==> images/wires.png <==
Only two layers are drawn.
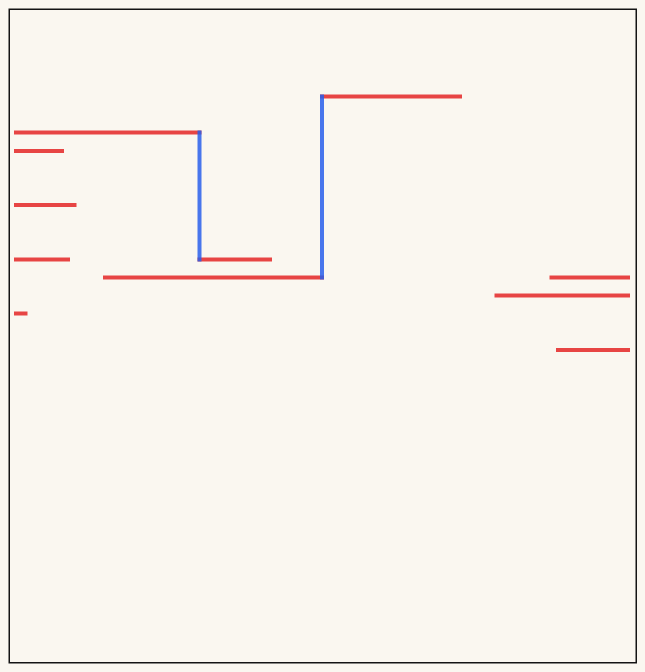
==> images/layer_met3.png <==
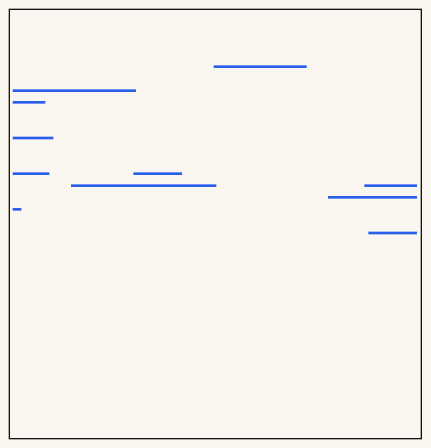
==> images/flops_by_reg.png <==
Other sequential cells in the stronger grey, the rest of the logic in the fainter grey.
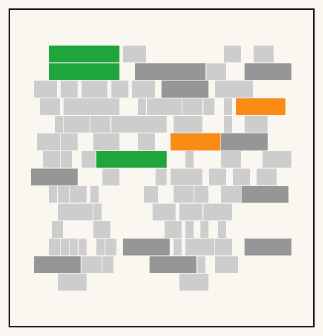
==> images/io_placement.png <==
Pins as bars across the die edge, other pins in grey.
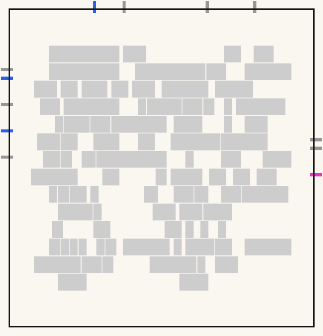
Design frame_transmitter, sky130hd; sources not shown.
==> run notes <==
fresh numbers from the pnr run: run status=finished, final reports clean, Final Util=62.7%, Final period util=92.9%, CP max FO=5, Core Rows=14, Stages on worst setup path=3, Synth top area share=28.1%, post-DP HPWL=987 um, Late-Pin Clk Latency=0.29 ns, Final Hold Viols=0, worst slack, placed=-0.224 ns, Worst-path clk slew=0.09 ns, largest area contributor in the netlist=dfxtp_1, Worst Path Buf+Inv=1, area of the core=approximately 0.0015 mm2, CTS Root Cell=clkbuf_4, tool warnings=28, Peak VDD IR=around 640 uV, Synthesized registers=15, Final WS setup=roughly 0.11 ns, DR pass1 iterations=3, Power Total=754 uW, setup_tns=0 ns, post-route ant nets=0, Congestion Overflow GR=0, RSZ-0062 raised after global routing=no, final net count=102, via/cell ratio=5.29, Pleak=0.449 nW, area grow syn2layout=23.3%, # fillers=137, Max transition margin=77.0%, hold crit path type=reg2reg, Worst setup EP type=register, PD cells=779 mW/mm2, synth top area cells=dfxtp_1, edfxtp_1, ha_1, nor2_1, nand4b_4, initial drt markers=8, buffer share of cell area=between 10% and 20%, Combinational Area=402 um2, hold slack final=0.474 ns, postcts setup bufs=0, layout cells sized above 1=roughly 30%, yosys stat chip area=about 780 um2, Post-Layout Cell Count=roughly 110, Slew Viols, Final=0, critical path class=in2reg, slowest CP cell=clkdlybuf4s50_1, first-pass GRT wire length=2210 um, Worst Path Arrival=1.54 ns, MI comb cells=approximately 47, Worst EP required=1.65 ns, placed cell area=about 930 um2, R2R setup slack=0.13 ns, # diodes=0, pin count of the biggest net entering global routing=12, ClkCell Share=2.72%, setup violators final=0, number of enable flip-flop cells=4, FP Util=50.9%, post-route minimum period=1.49 ns, Clock Skews=roughly 0.0041 ns, Synth async-reset ratio=0%, combinational share of cell area=~42%, DRC viols=0, Gate Count Post-Synth=just over 70, H-tree depth=1, crit-path cells=clkdlybuf4s50_1, nor4b_4, mux2_2, achievable frequency=673 MHz, Final GP Congestion=a little over 0.7, synth cell count leaders=dfxtp_1, nor2_1, inv_1, ha_1
-- wires.png (at the start) --
- red: metal 3 (wire length 79.1 um)
- blue: metal 4 (wire length 23.1 um)
routed length per instance: 12.7 um
Vias: 555
All-Layer GR Usage: 13.3%
Post-Route WL: 1330 um

-- layer_met3.png (at the start) --
- nets with wire on the layer: 9
- longest straight run: 16.3 um
- share of all routed wire: 5.9%
met3 GRT Util: 5.54%

-- flops_by_reg.png (at the start) --
- orange: `state` (placed flops 2)
- green: `u_shifter/shreg` (placed flops 3)
- not coloured: 10
register area: 343 um2
Seq/total area: 35.4%
power in sequential cells: 417 uW

-- io_placement.png (at the start) --
- magenta: `tx_done` (pins 1; direction output; edge right)
- blue: `tx_data` (pins 3; direction input; edge 2 left, 1 top)
DIE WIDTH: 47 um
port buffer count: 11
Die Height: 49 um

power by group:
part	switching, mW	internal, mW
sequential	0.0110	0.406
combinational	0.0554	0.0608
clock	0.124	0.0970
total	0.190	0.564
per-layer routing:
metal,vias to the layer above,track usage (%),wire (um)
met1,256,17.5,616
met4,0,4.15,23
met3,4,5.54,79
li1,284,-,-
met2,11,19.2,616
met5,-,0,0
cells by family (layout without fill, tap and decap cells):
| logic type | count (synthesis) | after routing | synth area share, % |
|---|---|---|---|
| and+or+nand+nor | 24 | 24 | 22.2 |
| DFF | 15 | 15 | 43.4 |
| AOI/OAI and AO/OA | 12 | 12 | 11.2 |
| buffers and inverters | 9 | 27 | 6.22 |
| muxes | 6 | 6 | 9.09 |
| adders and majority gates | 5 | 5 | 7.97 |
cell usage in the layout (no fill, tap or decap):
cell	synthesis	layout
dfxtp_1	11	9
nor2_1	7	7
inv_1	6	6
buf_4	0	6
clkdlybuf4s50_1	0	5
a21oi_1	4	4
ha_1	5	4
edfxtp_1	4	4
dlygate4sd2_1	0	4
nand2_1	3	3
clkbuf_4	0	3
mux2i_1	2	2
a211oi_1	2	2
o21ai_0	2	2
dfxtp_2	0	2
mux2_2	2	2
nor4b_4	1	1
nand4b_4	1	1
nor3_1	1	1
nor3b_1	1	1
and3_1	1	1
and4b_1	1	1
nor2b_1	1	1
o21ai_2	0	1
a21oi_2	1	1
and2_4	1	1
nor4b_1	1	1
nand3_1	1	1
mux2i_2	1	1
mux2_4	1	1
o211ai_2	1	1
o311ai_2	1	1
and4_1	1	1
or3b_1	1	1
ha_2	0	1
clkbuf_1	1	1
dlymetal6s2s_1	0	1
buf_6	2	1
and2_2	1	1
or2_2	1	1
what timing repair did:
item	4_1_cts	5_1_grt
gates resized	5	5
setup endpoints to repair	4	4
hold buffers	0	0
No activity file was given, so power comes from the tool's default toggle rates.
